<file path="src/rtl/uart_tx_dev.sv">
// Memory-mapped 8N1 UART transmitter: CPU writes bytes into a small FIFO,
// which a bit-timed FSM shifts out LSB first on a single idle-high line.
module uart_tx_dev #(
  parameter int FIFO_DEPTH = 8,
  parameter int DIV_RESET  = 868
) (
  input  logic        clk,
  input  logic        rst,
  input  logic [31:2] addr,
  input  logic        re,
  output logic [31:0] rd,
  input  logic        we,
  input  logic [31:0] wd,
  output logic        tx,
  output logic        busy
);

  localparam int PW = $clog2(FIFO_DEPTH);
  localparam logic [PW:0]   DEPTH_C = (PW+1)'(FIFO_DEPTH);
  localparam logic [PW:0]   CNT_ONE = (PW+1)'(1);
  localparam logic [PW-1:0] PTR_ONE = PW'(1);

  typedef enum logic [1:0] {S_IDLE, S_START, S_DATA, S_STOP} state_e;

  logic [7:0]    mem_q [FIFO_DEPTH];
  logic [PW-1:0] wptr_q, rptr_q;
  logic [PW:0]   count_q, count_d;
  logic          ovf_q;
  logic [15:0]   div_q;

  state_e        state_q;
  logic [7:0]    shift_q;
  logic [15:0]   bit_len_q, bit_cnt_q;
  logic [2:0]    bit_idx_q;
  logic          tx_q;

  logic empty, full, shifting, push, pop, push_ok, w1c, div_we, bit_end;

  assign empty    = (count_q == '0);
  assign full     = (count_q == DEPTH_C);
  assign shifting = (state_q != S_IDLE);
  assign pop      = (state_q == S_IDLE) && !empty;
  assign push     = we && (addr[3:2] == 2'd0);
  // A full FIFO can still take a byte when the head leaves in the same cycle.
  assign push_ok  = push && (!full || pop);
  assign w1c      = we && (addr[3:2] == 2'd1) && wd[3];
  assign div_we   = we && (addr[3:2] == 2'd2);
  assign bit_end  = (bit_cnt_q == bit_len_q - 16'd1);

  always_comb begin
    count_d = count_q;
    if (push_ok && !pop)      count_d = count_q + CNT_ONE;
    else if (!push_ok && pop) count_d = count_q - CNT_ONE;
  end

  always_ff @(posedge clk) begin
    if (rst) begin
      wptr_q  <= '0;
      rptr_q  <= '0;
      count_q <= '0;
      ovf_q   <= 1'b0;
      div_q   <= 16'(DIV_RESET);
    end else begin
      count_q <= count_d;
      if (push_ok) wptr_q <= wptr_q + PTR_ONE;
      if (pop)     rptr_q <= rptr_q + PTR_ONE;
      // A dropped byte wins over a clear arriving in the same cycle.
      if (push && !push_ok) ovf_q <= 1'b1;
      else if (w1c)         ovf_q <= 1'b0;
      if (div_we) div_q <= (wd[15:0] == 16'd0) ? 16'd1 : wd[15:0];
    end
  end

  always_ff @(posedge clk) begin
    if (push_ok) mem_q[wptr_q] <= wd[7:0];
  end

  always_ff @(posedge clk) begin
    if (rst) begin
      state_q   <= S_IDLE;
      tx_q      <= 1'b1;
      shift_q   <= '0;
      bit_len_q <= 16'd1;
      bit_cnt_q <= '0;
      bit_idx_q <= '0;
    end else begin
      case (state_q)
        S_IDLE: begin
          if (!empty) begin
            shift_q   <= mem_q[rptr_q];
            bit_len_q <= div_q;
            bit_cnt_q <= '0;
            state_q   <= S_START;
          end
        end
        S_START: begin
          if (bit_end) begin
            bit_cnt_q <= '0;
            bit_idx_q <= '0;
            state_q   <= S_DATA;
          end else begin
            bit_cnt_q <= bit_cnt_q + 16'd1;
          end
        end
        S_DATA: begin
          if (bit_end) begin
            bit_cnt_q <= '0;
            shift_q   <= shift_q >> 1;
            if (bit_idx_q == 3'd7) state_q <= S_STOP;
            else                   bit_idx_q <= bit_idx_q + 3'd1;
          end else begin
            bit_cnt_q <= bit_cnt_q + 16'd1;
          end
        end
        S_STOP: begin
          if (bit_end) begin
            bit_cnt_q <= '0;
            state_q   <= S_IDLE;
          end else begin
            bit_cnt_q <= bit_cnt_q + 16'd1;
          end
        end
        default: state_q <= S_IDLE;
      endcase
      // Line level follows the state one cycle later, giving the write-to-start latency.
      tx_q <= (state_q == S_START) ? 1'b0 :
              (state_q == S_DATA)  ? shift_q[0] : 1'b1;
    end
  end

  always_comb begin
    rd = '0;
    case (addr[3:2])
      2'd1:    rd = {16'b0, 8'(count_q), 4'b0, ovf_q, full, empty, shifting};
      2'd2:    rd = {16'b0, div_q};
      default: rd = '0;
    endcase
  end

  assign tx   = tx_q;
  assign busy = shifting | !empty;

  // Strobe and address/data bits that carry no meaning for this device.
  logic unused_ok;
  assign unused_ok = ^{re, addr[31:4], wd[31:16]};

endmodule

</file>
<file path="config.mk">
export PLATFORM = sky130hd
export DESIGN_NAME = uart_tx_dev
export DESIGN_NICKNAME = d
export VERILOG_FILES = /design/src/rtl/uart_tx_dev.sv
export SDC_FILE = /design/constraint.sdc
export NUM_CORES = 1
export LEC_CHECK = 0
export CELL_PAD_IN_SITES_DETAIL_PLACEMENT = 1
export CELL_PAD_IN_SITES_GLOBAL_PLACEMENT = 1
export CORE_ASPECT_RATIO = 1.75
export CORE_MARGIN = 5
export CORE_UTILIZATION = 43
export DETAILED_ROUTE_END_ITERATION = 7
export PLACE_DENSITY_LB_ADDON = 0.1
export RECOVER_POWER = 100
export SLEW_MARGIN = 5
export SYNTH_ARGS = -nofsm -noshare
export SYNTH_HDL_FRONTEND = slang
export SYNTH_SLANG_ARGS = --single-unit
</file>
<file path="constraint.sdc">
create_clock -name clk -period 3.7 [get_ports clk]
set_input_delay 0.925 -clock clk [delete_from_list [all_inputs] [get_ports clk]]
set_output_delay 0.925 -clock clk [all_outputs]
set_load 0.02 [all_outputs]
</file>
==> results.tsv <==
stage	metric	value	unit
logic_synthesis	unique cell type count in the Yosys netlist	61	
min_path	Worst Hold Class	flip-flop to flip-flop	
place	dpl cells	837	
outcome	status	finished clean	
timing	Slew HR	39.4	%
timing	Worst Tran Pin Value	0.910	ns
clock_network	CTS tree	built	
clock_network	H-tree Lvls	4	
grt	largest net degree at the start of global routing	67	
timing	RSZ-0062 raised after global routing	no	
layout	Finished Layout Cells	869	
route	per-cell routed wire length	19.7	um
logic_synthesis	xor+xnor area frac	4.44	%
worst_setup_path	R2R Path Start	bit_len_q[0]	
floorplan	chip footprint	0.0181	mm^2
place	HPWL Detailed	12400	um
run	Log Warnings	77	
worst_setup_path	Worst path max stage delay	0.67	ns
clock_network	Clock Root Buffer	clkbuf_16	
logic_synthesis	Post-Synthesis Cells	622	
clock_network	latest clock arrival within the worst-skew pair	0.42	ns
worst_setup_path	slowest CP cell	dlygate4sd3_1	
timing	fin crit period	3.63	ns
worst_setup_path	Crit path arrival time	2.70	ns
layout	logic area	0.00293	mm^2
==> sequential cells by signal, indices dropped and copies added (netlist names), named ones only <==
name       cells
div_q         16
mem_q         64
bit_cnt_q     16
ovf_q          1
rptr_q         3
wptr_q         3
state_q        2
bit_idx_q      3
tx             1
count_q        4
bit_len_q     16
shift_q        8
==> cells in the mapped netlist, types with 15 or more instances <==
cell and count:
edfxtp_1 64, ha_1 17, dfxtp_1 76, o21ai_0 17, nand2_1 99, buf_4 16
xnor2_1 16, mux4_2 16, mux2i_1 18, xor2_1 15, nor2_1 34, a21oi_1 43
clkbuf_1 26
==> metal layers <==
layer / share of wire [%] / wire length (um) / vias up / GRT usage [%]
li1: - / - / 2291 / -
met2: 58 / 9850 / 67 / 37.6
met5: 0 / 0 / - / 0
met3: 2.0 / 339 / 34 / 3.23
met4: 3.2 / 553 / 0 / 8.97
met1: 37 / 6330 / 2373 / 19.4
==> final cells by class <==
cell class | instances | share of cell area [%]
sequential | 140 | 44.6
multi-input combinational | 439 | 37.9
timing repair buffer | 60 | 6.28
clock buffer | 17 | 5.51
tap | 186 | 3.01
clock inverter | 15 | 2.17
inverter | 12 | 0.583
==> power by group <==
part           internal, mW  total (mW)  switching [mW]
clock                 0.967        1.73           0.768
combinational         0.752        1.83            1.08
sequential             1.77        1.96           0.190
total                  3.49        5.53            2.04
==> worst register-to-register path: stages (launching register included) <==
cell and delay (ns):
dfxtp_1 0.46, inv_1 0.08, ha_1 0.29, nor4b_1 0.18, buf_4 0.16, and4_1 0.22, a211oi_1 0.24, o31ai_1 0.12
and2_0 0.27, a2111oi_0 0.46, clkbuf_2 0.36, or2b_1 0.26, a31oi_1 0.16
==> timing repair <==
item / in CTS / in global routing
resized: 0 / 3
setup buffers: 0 / 0
endpoints found under the setup margin: 0 / 7
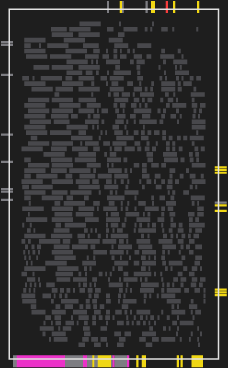
**Above:** pin map.
Scale: 2 px per um. Pins as bars across the die edge, other pins in gray.
legend:
  magenta:
    port: `addr`
    pins: 30
    direction: input
    edge: bottom
  yellow:
    port: `rd`
    pins: 32
    direction: output
    edge: 19 bottom, 8 right, 5 top
  red:
    port: `busy`
    pins: 1
    direction: output
    edge: top
all pins by edge: 74 bottom, 9 top, 9 right, 8 left
die width: 104 um
die span in y: 174 um
# port buffers: 38

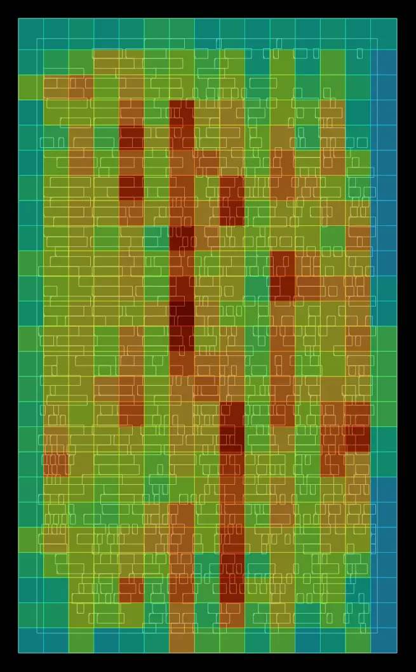
**Above:** routing congestion map.
Final Core Density: 50.7%
met2 track demand over resource: 37.6%
met1 GRT Util: 19.4%
all-layer global routing usage: 19.3%
met3 Use GR: 3.23%

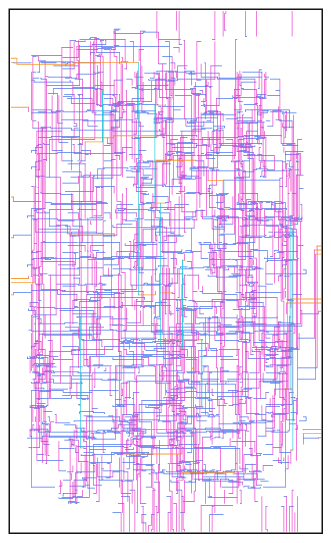
**Above:** wiring by layer.
Scale: 3 px per um.
legend:
  orange:
    layer: met3
    wire_length: 340 um
  magenta:
    layer: met2
    wire_length: 9850 um
  blue:
    layer: met1
    wire_length: 6330 um
  cyan:
    layer: met4
    wire_length: 554 um

No activity file was given, so power comes from the tool's default toggle rates.
